## config.mk

```make
export PLATFORM = sky130hd
export DESIGN_NAME = post_adder_preg_flat
export DESIGN_NICKNAME = d
export VERILOG_FILES = /design/src/rtl/dsp48a1_pkg.sv /design/src/rtl/post_adder_preg_if.sv /design/src/rtl/reg_ce_rst.sv /design/src/rtl/post_adder_preg.sv /design/src/flat_wrapper.sv
export SDC_FILE = /design/constraint.sdc
export NUM_CORES = 1
export LEC_CHECK = 0
export CAP_MARGIN = 15
export CELL_PAD_IN_SITES_DETAIL_PLACEMENT = 1
export CELL_PAD_IN_SITES_GLOBAL_PLACEMENT = 1
export CORE_MARGIN = 2
export CORE_UTILIZATION = 50
export CTS_BUF_LIST = sky130_fd_sc_hd__clkbuf_4
export DETAILED_ROUTE_END_ITERATION = 16
export DONT_BUFFER_PORTS = 1
export MAX_ROUTING_LAYER = met4
export PLACE_DENSITY_LB_ADDON = 0.1
export RECOVER_POWER = 100
export SLEW_MARGIN = 15
export SYNTH_ARGS = -nofsm -noshare
export SYNTH_HDL_FRONTEND = slang
export SYNTH_HIERARCHICAL = 1
export SYNTH_SLANG_ARGS = --single-unit
```

## constraint.sdc

```tcl
create_clock -name CLK -period 9.8 [get_ports CLK]
set_input_delay 1.96 -clock CLK [delete_from_list [all_inputs] [get_ports CLK]]
set_output_delay 1.96 -clock CLK [all_outputs]
set_load 0.02 [all_outputs]
```

## src/rtl/dsp48a1_pkg.sv

```systemverilog
// Shared definitions for the DSP48A1 slice datapath.
// Contents:
//   DATA_W  - width of the X/Z/P data path
//   OPM_SUB - OPMODE bit that selects subtract in the post-adder
//   data_t  - 48-bit data word shared by the X/Z muxes and the post-adder
//   ext_t   - data word plus one carry bit
package dsp48a1_pkg;

    localparam int unsigned DATA_W  = 48;
    localparam int unsigned OPM_SUB = 7;

    typedef logic [DATA_W-1:0] data_t;
    typedef logic [DATA_W:0]   ext_t;

endpackage : dsp48a1_pkg

```

## src/rtl/post_adder_preg_if.sv

```systemverilog
// Bus bundle between the X/Z multiplexers and the post-adder / P register stage.
// Signals:
//   x_in, z_in  - X and Z multiplexer outputs (48 bits)
//   cin         - carry-in, already registered/selected upstream
//   sub         - OPMODE[OPM_SUB]: 0 = add, 1 = subtract
//   cep         - clock enable for the P register
//   cecarryout  - clock enable for the carry-out register
//   p, pcout    - result and its cascade copy
//   carryout, carryoutf - carry/borrow out and its fabric copy
// Modports: master drives operands/enables, slave (the post-adder) drives results.
interface post_adder_preg_if;
    import dsp48a1_pkg::*;

    data_t x_in;
    data_t z_in;
    logic  cin;
    logic  sub;
    logic  cep;
    logic  cecarryout;
    data_t p;
    data_t pcout;
    logic  carryout;
    logic  carryoutf;

    modport master (
        output x_in, z_in, cin, sub, cep, cecarryout,
        input  p, pcout, carryout, carryoutf
    );

    modport slave (
        input  x_in, z_in, cin, sub, cep, cecarryout,
        output p, pcout, carryout, carryoutf
    );

endinterface : post_adder_preg_if

```

## src/rtl/reg_ce_rst.sv

```systemverilog
// Generic pipeline register used throughout the slice.
// Parameters:
//   Width - data width
//   Reg   - 1 = registered, 0 = combinational pass-through
// Ports:
//   clk   - rising-edge clock
//   rst_n - synchronous active-low reset, priority over ce
//   ce    - clock enable
//   d     - data in
//   q     - data out
module reg_ce_rst #(
    parameter int unsigned Width = 1,
    parameter bit          Reg   = 1'b1
) (
    input  logic             clk,
    input  logic             rst_n,
    input  logic             ce,
    input  logic [Width-1:0] d,
    output logic [Width-1:0] q
);

    if (Reg) begin : gen_reg
        logic [Width-1:0] q_q;

        always_ff @(posedge clk) begin
            if (!rst_n) begin
                q_q <= '0;
            end else if (ce) begin
                q_q <= d;
            end
        end

        assign q = q_q;
    end else begin : gen_bypass
        // Clock, reset and enable are intentionally ignored in bypass mode.
        logic unused_ctrl;
        assign unused_ctrl = clk ^ rst_n ^ ce;
        assign q = d;
    end

endmodule : reg_ce_rst

```

## src/rtl/post_adder_preg.sv

```systemverilog
// Post-adder/subtractor and P-output register stage of the DSP48A1 slice.
// Computes Z +/- (X + CIN) on a 49-bit zero-extended datapath and drives the
// result through optional P and carry-out registers.
// Parameters:
//   PREG        - 1 = P/PCOUT registered (CEP-gated), 0 = combinational
//   CARRYOUTREG - 1 = CARRYOUT/CARRYOUTF registered (CECARRYOUT-gated), 0 = combinational
// Ports:
//   CLK   - rising-edge clock
//   RST_N - synchronous active-low reset for P and carry-out registers
//   bus   - slave side of post_adder_preg_if (operands, enables, results)
module post_adder_preg
    import dsp48a1_pkg::*;
#(
    parameter bit PREG        = 1'b1,
    parameter bit CARRYOUTREG = 1'b1
) (
    input logic                     CLK,
    input logic                     RST_N,
    post_adder_preg_if.slave        bus
);

    ext_t  xs;
    ext_t  zs;
    ext_t  r;
    data_t sum;
    logic  cout;
    data_t p_q;
    logic  cout_q;

    assign xs = {1'b0, bus.x_in};
    assign zs = {1'b0, bus.z_in};

    // In subtract mode bit 48 of the modulo-2^49 difference is the borrow.
    assign r = bus.sub ? (zs - (xs + ext_t'(bus.cin)))
                       : (zs + xs + ext_t'(bus.cin));

    assign sum  = r[DATA_W-1:0];
    assign cout = r[DATA_W];

    reg_ce_rst #(
        .Width (DATA_W),
        .Reg   (PREG)
    ) u_preg (
        .clk   (CLK),
        .rst_n (RST_N),
        .ce    (bus.cep),
        .d     (sum),
        .q     (p_q)
    );

    reg_ce_rst #(
        .Width (1),
        .Reg   (CARRYOUTREG)
    ) u_carryoutreg (
        .clk   (CLK),
        .rst_n (RST_N),
        .ce    (bus.cecarryout),
        .d     (cout),
        .q     (cout_q)
    );

    // Each output pair comes from a single source so the copies cannot diverge.
    assign bus.p         = p_q;
    assign bus.pcout     = p_q;
    assign bus.carryout  = cout_q;
    assign bus.carryoutf = cout_q;

endmodule : post_adder_preg

```

## src/flat_wrapper.sv

```systemverilog
// flat-port wrapper written by rule: the top's interface ports become plain ports
module post_adder_preg_flat import dsp48a1_pkg::*;
#(
    parameter bit PREG        = 1'b1,
    parameter bit CARRYOUTREG = 1'b1
)
  (CLK, RST_N, bus_x_in, bus_z_in, bus_cin, bus_sub, bus_cep, bus_cecarryout, bus_p, bus_pcout, bus_carryout, bus_carryoutf);
  post_adder_preg_if bus_i ();
  input logic CLK;
  input logic RST_N;
  input wire logic [$bits(bus_i.x_in)-1:0] bus_x_in;
  input wire logic [$bits(bus_i.z_in)-1:0] bus_z_in;
  input wire logic [$bits(bus_i.cin)-1:0] bus_cin;
  input wire logic [$bits(bus_i.sub)-1:0] bus_sub;
  input wire logic [$bits(bus_i.cep)-1:0] bus_cep;
  input wire logic [$bits(bus_i.cecarryout)-1:0] bus_cecarryout;
  output wire logic [$bits(bus_i.p)-1:0] bus_p;
  output wire logic [$bits(bus_i.pcout)-1:0] bus_pcout;
  output wire logic [$bits(bus_i.carryout)-1:0] bus_carryout;
  output wire logic [$bits(bus_i.carryoutf)-1:0] bus_carryoutf;
  assign bus_i.x_in = bus_x_in;
  assign bus_i.z_in = bus_z_in;
  assign bus_i.cin = bus_cin;
  assign bus_i.sub = bus_sub;
  assign bus_i.cep = bus_cep;
  assign bus_i.cecarryout = bus_cecarryout;
  assign bus_p = bus_i.p;
  assign bus_pcout = bus_i.pcout;
  assign bus_carryout = bus_i.carryout;
  assign bus_carryoutf = bus_i.carryoutf;
  post_adder_preg #(.PREG(PREG), .CARRYOUTREG(CARRYOUTREG)) u_core (.CLK(CLK), .RST_N(RST_N), .bus(bus_i));
endmodule
```

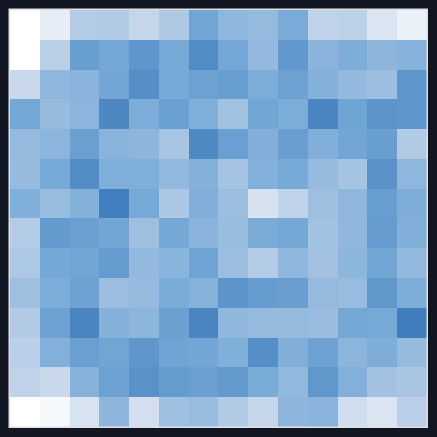
run_1/util_map.png
(3 px per µm) The die is cut into 14 by 14 equal tiles; white is low, dark blue is high, 0 to 100% covered.
The mean over all tiles is 44%. The fullest tile reaches 69%. 1.5% of the tiles are nearly empty.
end-of-flow core utilization: 49.4%
CORE AREA: 17900 µm²
FP Util: 50.8%

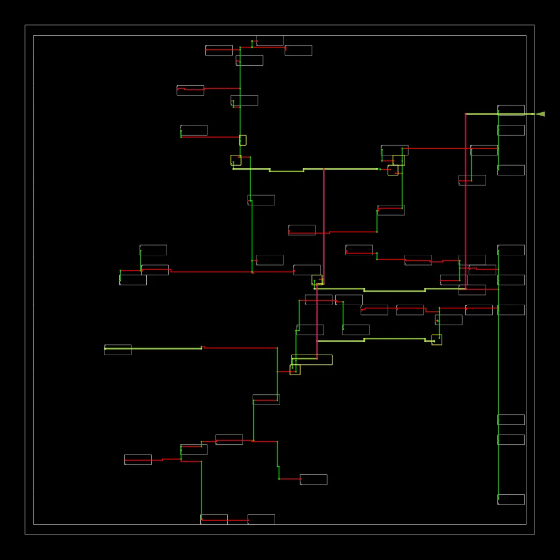
run_1/clock_nets.png
Setup Skew: 0 ns
power attributed to the clock group: 0.141 mW
Inserted Clock Buffers: 5
sequential cell count: 49

==> run notes, run 1 <==
Implementation results.

The buffering stage count on the worst path with inverters included is 2. According to the report, the first pass of detailed routing completed in 5 iterations. The power attributed to sequential cells is ~0.33 mW.

The count of multi-input combinational gates is approximately 930. Per the detail_route log, met2 wirelength is 12300 µm. By area the synthesized netlist is led by ha_1, dfxtp_1, xnor2_1. In the per-layer breakdown of the detailed-route log, met1 shows roughly 12000 µm. TritonCTS built the clock tree.

The fraction of power spent switching nets is 50.1%. Per report_power, the Combinational row totals about 0.63 mW. The transition time at the pin with the least slew margin is a little over 0.8 ns. Summing the areas of all xor and xnor instances in the mapped netlist gives under 10% of the synthesized area.

In the final timing run, aggregate negative setup slack is 0 ns. Setup slack closes at between 3 and 4 ns. The layer flagged by global routing as most heavily used is met2. The number of nets at floorplan is between 1000 and 1500.

The end point of the worst hold path is u_core/u_preg/q[4]. Global routing used approximately 46% of the available met2 tracks. The number of flip-flops and latches in the synthesized netlist is approximately 49.

The worst hold path was traced through 2 stages. In this build the clock could be raised as far as between 150 and 200 MHz. Sequential elements use 10.8% of the synthesized area. The CTS sink count is 49. The total of cells resized after clock tree synthesis is 0. The register with the most flip-flops in the layout has 48 of them. The share of final layout cell area taken by non-clock buffers is 0%.

Following the worst setup path forward leads to its endpoint at u_core/u_preg/q[36]. The post-detailed-route count of antenna-violating nets is 0. With fillers left out, the area of the finished cells amounts to 8850 µm².

The kind of capture point of the worst setup path is a flip-flop. The number of cells reported by Yosys stat comes to roughly 1200. The beginning of the worst register-to-register path is u_core/u_preg/q[15]. The layout overhead on the synthesized area is -2.71%. For reference, the clock transition at the flip-flops on the worst setup and hold paths is between 0.15 and 0.2 ns.

Leaving out the clock tree, the finished layout contains a buffer count of 0. The via count of the first global-routing pass is roughly 8400. Entering global routing, the biggest net connects roughly 95 pins.

The register area is 981 µm². The startpoint of the tightest hold check path is u_core/u_preg/q[4]. The count of buffers added by post-CTS timing repair for setup is 0.

For reference, the top cells by count after synthesis are inv_1, ha_1, a21oi_1. The kind of cell with the highest combined delay along the critical path is AND-OR/OR-AND gates. The count of inserted antenna diode cells is 0. Overall power consumption after layout is estimated at 1.09 mW.

Routed signal wires occupy layers up through met4. Of the total standard cell area in the layout, the multi-input combinational portion is just under 80%. Counting cells, the worst reg-to-reg path comes to 2. The flow ran to the end, and the final reports show no timing, DRC or antenna violations. The final tally of max-slew violations is 0. In this run, synthesis inferred 0 flip-flops with an integrated enable. The master of the slowest instance on the critical path is a2111oi_0. The post-synthesis simple-gate area fraction is between 10% and 20%. The aggregate global routing overflow is 0. The worst setup path is launched from an input port.

The clock root buffer is clkbuf_4. The OpenROAD report gives the critical path a data arrival time of 6.57 ns. Of the total power, combinational logic draws a little under three fifths. The worst min-delay path category is reg2reg.

The final number of setup-violating endpoints is 0. The cell depth of the worst setup path is 18. Before CTS, the worst setup slack after placement is between 3 and 4 ns. The number of logic inverters in the finished layout is between 150 and 200. Setup repair after global routing left no endpoint under its margin.

The layout clock buffer count is 5. The initial antenna violation count is 0. The count of max-cap constraint violations is 0. For reference, the final report shows the hold violation count at 0. The flow reports that the clock network draws between 10% and 20% of the design power.

The final timing summary puts the cycle share of the worst path at 63.5%. The placed instances occupy a cell area of between 8000 and 9000 µm². Clock tree buffers and inverters occupy less than 1% of the routed design's cell area. The synthesized area per cell is between 7 and 8 µm². The data required time at the worst endpoint is around 10 ns. The largest incremental delay on the critical path is approximately 0.76 ns. The library cell with the largest summed area after synthesis is ha_1. The area taken by multi-input combinational cells is reported as between 6000 and 7000 µm².
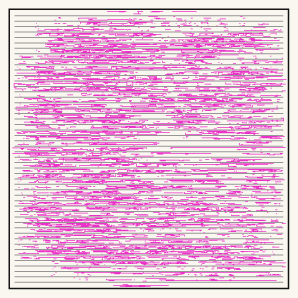
run_1/m1.png
(2 px per µm) Supply wires on this layer in gray.
The wires run mostly horizontal. The layer carries 12400 µm of wire. 1292 nets have wire on it. The layer holds 47% of the routed length.
GR met1 Demand/Resource: 36.8%
total vias in the final route: 8097
overall routed net length: 26500 µm

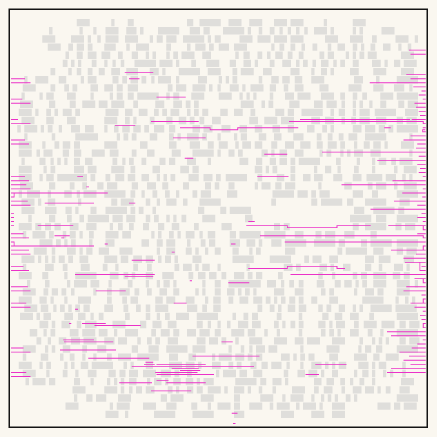
run_1/m3.png
(3 px per µm) Cells faint in the background.
The layer holds 5.3% of the routed length. The longest straight run is 54.3 µm. The wires run mostly horizontal. 124 nets have wire on it.
met3 capacity usage during global routing: 4.45%

--- run 2 (diff from run 1) ---
Settings changed: CORE_UTILIZATION 50 to 44.
Clock period 9.8 ns to 5.37 ns, I/O delays scaled along.
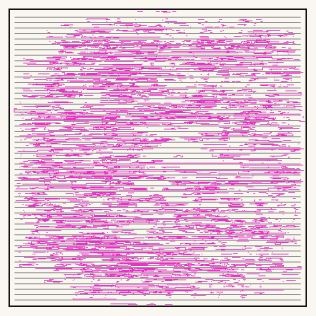
run_2/m1.png
(2 px per µm) Supply wires on this layer in gray.
The wires run mostly horizontal. The longest straight run is 64.9 µm. The layer carries 13000 µm of wire. 1291 nets have wire on it. The layer holds 48% of the routed length.
overall routed net length: 27300 µm
GR met1 Demand/Resource: 32.9%
total vias in the final route: 8072

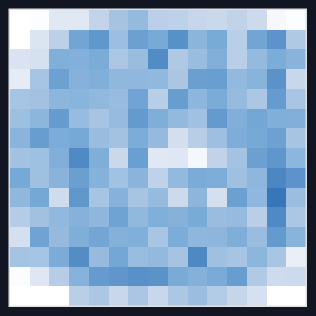
run_2/util_map.png
(2 px per µm) The die is cut into 15 by 15 equal tiles; white is low, dark blue is high, 0 to 100% covered.
The mean over all tiles is 39%. The fullest tile reaches 72%. 4.4% of the tiles are nearly empty.
FP Util: 44.9%
end-of-flow core utilization: 44.0%
CORE AREA: 20200 µm²

==> run 2 against run 1 <==
Register-to-register slack lost 4.4 ns. Core utilization shrank 5.4 points. Hold slack gained 0.0035 ns. First-iteration DRC count grew 13%. Wire length grew 2.9%. Non-clock buffer count is the same. Setup slack lost 3.1 ns. Sequential power grew 82%. Clock-buffer cell count is the same. Critical path type unchanged. Critical endpoint unchanged. Largest cell class unchanged.
==> run notes, run 2 <==
Implementation results.

The placed instance area is 8870 µm² (+0.58%). The TritonCTS clock tree is built. The final critical path takes up 90.3% of the cycle. The number of non-clock buffers is 0 (unchanged). The layout overhead on the synthesized area is -2.08%. The final worst clock skew came to 0 ns (unchanged). The number of nets at floorplan came to 1457 (unchanged). The power of the clock network is 0.225 mW (+60%). The multi-input combinational area share came to 77.9% (-0.27 points).

The register area is 981 µm² (unchanged). The count of multi-input combinational gates is 925 (unchanged). The CTS sink count came to 49 (unchanged).

The final weighted congestion of routability-driven global placement is around 0.88. The design area was 8900 µm² (+0.65%). The final setup slack of the worst path is 0.520 ns (-3.06 ns). The worst setup slack after placement is 0.170 ns (-3.56 ns). The flow ran to the end, and the final reports show no timing, DRC or antenna violations. The worst setup path is launched from an input port. The largest incremental delay on the critical path was 0.60 ns (-0.16 ns). The first-pass iteration count of the detailed router was 5 (unchanged).

The count of instantiated cells in the yosys netlist is 1212 (unchanged). In this run the critical register-to-register path is launched from u_core/u_preg/q[22]. The final number of setup-violating endpoints is 0 (unchanged). The final tally of max-slew violations is 0 (unchanged). The total of cells resized after clock tree synthesis is 0 (unchanged). Looking at the clock tree report, the root buffer type is clkbuf_4. The count of max-cap constraint violations came to 0 (unchanged). The post-detailed-route count of antenna-violating nets came to 0 (unchanged). The via count of the first global-routing pass is 8335 (-0.83%). The layout clock buffer count is 5 (unchanged). The global-route met3 utilization is 3.58% (-0.87 points). The startpoint of the tightest hold check path is u_core/u_preg/q[31]. The relative area of clock buffers and inverters in the final design is 0.717% (-0.20 points). The met2 wirelength from detailed routing was 12700 µm (+3.7%).

The largest net degree at the start of global routing was 95 (unchanged). The power attributed to sequential cells was 0.593 mW (+82%). The transition time at the pin with the least slew margin is 0.730 ns (-0.0756 ns). After global routing, the most crowded layer is met2. The worst min-delay path category is reg2reg. The flop share of the area is approximately 11%.

The area of combinational cells with multiple inputs is 6930 µm² (+0.31%). The end point of the worst hold path is u_core/u_preg/q[31]. The count of buffers added by post-CTS timing repair for setup is 0 (unchanged). The initial antenna violation count is 1 (+1).

The synthesized area per cell is 7.50 µm² (unchanged). The count of library flops with an enable pin is 0 (unchanged). The sum of negative setup slack came to 0 ns (unchanged). The combinational power was 1.15 mW (+84%). The cell count of the worst reg-to-reg path is 2 (unchanged). The kind of capture point of the worst setup path is a flip-flop. Setup repair after global routing left no endpoint under its margin. The sequential cell count of the final layout came to 49 (unchanged). The portion of total power attributed to combinational logic is 58.5% (+1.3 points). The data required time at the worst endpoint was 5.75 ns (-4.40 ns). The number of buffers created by CTS is 5 (unchanged). The wire length on met1 came to 13000 µm (+5.2%). The final tally of hold violations is 0 (unchanged). The aggregate global routing overflow is 0 (unchanged). The overall power of the completed layout is 1.97 mW (+80%). The count of inserted antenna diode cells is 1 (+1).

The compound-cell area share of the yosys netlist is a little under a quarter. The cell depth of the worst setup path was 18 (unchanged). By area the synthesized netlist is led by ha_1, dfxtp_1, xnor2_1. The clock power share is 11.4% (-1.5 points).

The master of the slowest instance on the critical path is fa_1. The analysis reports a worst IR drop on VDD of 91.4 µV. OpenSTA lists the critical path endpoint as u_core/u_preg/q[36]. The timing report attributes the biggest portion of critical-path delay to AND-OR/OR-AND gates. The endpoint arrival time on the critical path is 5.23 ns (-1.34 ns). The worst hold path cell count is 2 (unchanged). The number of flip-flops in the largest register is 48 (unchanged). The post-synthesis simple-gate area fraction came to 17.5% (unchanged). The number of flip-flops and latches in the synthesized netlist was 49 (unchanged).

The met2 layer usage reported by global route is 42.4% (-4.0 points). The buffering stage count on the worst path with inverters included is 2 (unchanged). Looking at the reg2reg group, the worst path ends at u_core/u_preg/q[22].

The proportion of layout cells with a drive suffix above 1 is between 2 and 3%.
--- run 3 (diff from run 2) ---
Settings changed: CORE_UTILIZATION 44 to 50, REMOVE_ABC_BUFFERS from default to 1.
Clock period 5.37 ns to 5.6 ns, I/O delays scaled along.
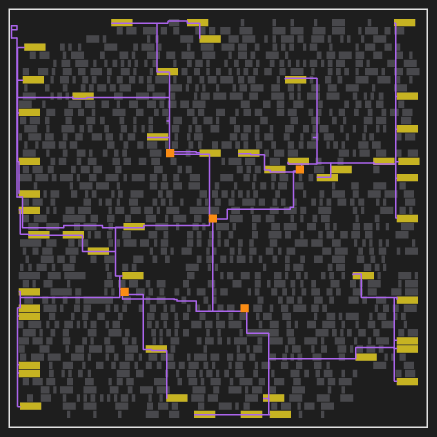
run_3/clock_wires.png
(3 px per µm)
Key: orange = clock-net drivers [count 5]; purple = clock wires [length 1060 µm]; yellow = flip-flops [count 49]
Position of the flops: widely spread.
power attributed to the clock group: 0.244 mW
part of the total power dissipated in the clock network: 12.9%
insertion delay to the later sink of the worst-skew pair: 0.42 ns

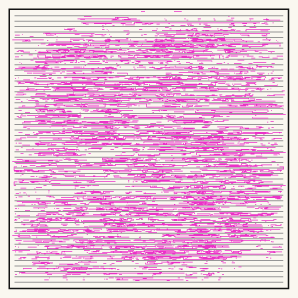
run_3/m1.png
(2 px per µm) Supply wires on this layer in gray.
1295 nets have wire on it. The layer holds 49% of the routed length.
GR met1 Demand/Resource: 37.0%
total vias in the final route: 8050
overall routed net length: 25900 µm

==> run 3 against run 2 <==
Die size down 12%. Clock power rose by 8%. Largest cell class unchanged. Global-route usage increased by 2.0 points. Critical endpoint is now u_core/u_carryoutreg/q. Clock skew unchanged. Core utilization rose by 5.5 points. Critical path type unchanged. Clock-buffer cell count is 1 higher. Register-to-register slack improved by 0.30 ns. Setup slack improved by 0.085 ns. Hold slack worse by 0.0054 ns.
==> run notes, run 3 <==
Implementation results.

The category of cells accounting for the largest share of critical-path delay is AND-OR/OR-AND gates. The sequential cell count of the final layout is 49 (unchanged). The busiest layer in global routing is met2. The data required time at the worst endpoint is 5.98 ns (+0.23 ns).

Setup repair after global routing left no endpoint under its margin. The TritonCTS clock tree is built. The layout clock buffer count is 6 (+1). The final tally of max-slew violations is 0 (unchanged). The number of flip-flops in the largest register is 48 (unchanged).

The number of buffers created by CTS is 5 (unchanged). The final worst clock skew is 0 ns (unchanged). The wire length on met1 is 12600 µm (-3.0%).

The count of multi-input combinational gates is 925 (unchanged). The final tally of hold violations is 0 (unchanged). The first-pass iteration count of the detailed router was 5 (unchanged). The final core utilization was 49.5% (+5.5 points). The run finished with clean final reports.

STA lists the startpoint of the worst hold path as u_core/u_preg/q[13]. The terminus of the critical flop-to-flop path is u_core/u_preg/q[23]. The met2 wirelength from detailed routing was 11400 µm (-11%). The via count of the first global-routing pass was 8286 (-0.59%). The sum of negative setup slack was 0 ns (unchanged). The count of inserted antenna diode cells was 1 (unchanged). The worst setup slack after placement is 0.389 ns (+0.219 ns).

The tree is rooted in a clkbuf_4. The design area was 8870 µm² (-0.42%). The cell count of the worst reg-to-reg path is 2 (unchanged). The placed instance area is 8830 µm² (-0.49%).

By area the synthesized netlist is led by ha_1, dfxtp_1, xnor2_1. The starting density of the core is 50.8% (+5.9 points). The relative area of clock buffers and inverters in the final design is 0.889% (+0.17 points). The largest net degree at the start of global routing is 95 (unchanged). The cell depth of the worst setup path was 18 (unchanged). The total of cells resized after clock tree synthesis is 0 (unchanged). The power attributed to sequential cells is 0.557 mW (-6.1%). The count of buffers added by post-CTS timing repair for setup is 0 (unchanged). The final timing summary puts the cycle share of the worst path at approximately 90%. The final setup slack of the worst path is 0.606 ns (+0.0855 ns). The combinational power is 1.09 mW (-5%). The area of combinational cells with multiple inputs is 6920 µm² (-0.13%). The proportion of layout cells with a drive suffix above 1 is 2.81% (-0.18 points). The post-detailed-route count of antenna-violating nets is 0 (unchanged).

The global-route met3 utilization is 5.63% (+2.0 points). The transition time at the pin with the least slew margin is 0.788 ns (+0.0575 ns). The CTS sink count came to 49 (unchanged). The most critical min-delay path falls under reg2reg. STA classifies the critical path endpoint as a flip-flop. The count of max-cap constraint violations was 0 (unchanged).

The count of library flops with an enable pin came to 0 (unchanged). The synthesized area per cell was 7.50 µm² (unchanged). The final weighted congestion of routability-driven global placement is 0.921 (+4.5%). The endpoint arrival time on the critical path came to 5.37 ns (+0.14 ns).

For hold timing, the worst endpoint is u_core/u_preg/q[13]. The endpoint of the most critical setup path is u_core/u_carryoutreg/q. The number of flip-flops and latches in the synthesized netlist came to 49 (unchanged). The overall power of the completed layout is 1.89 mW (-3.9%).
Power figures rest on the tool's default switching activity, not on a simulated workload.
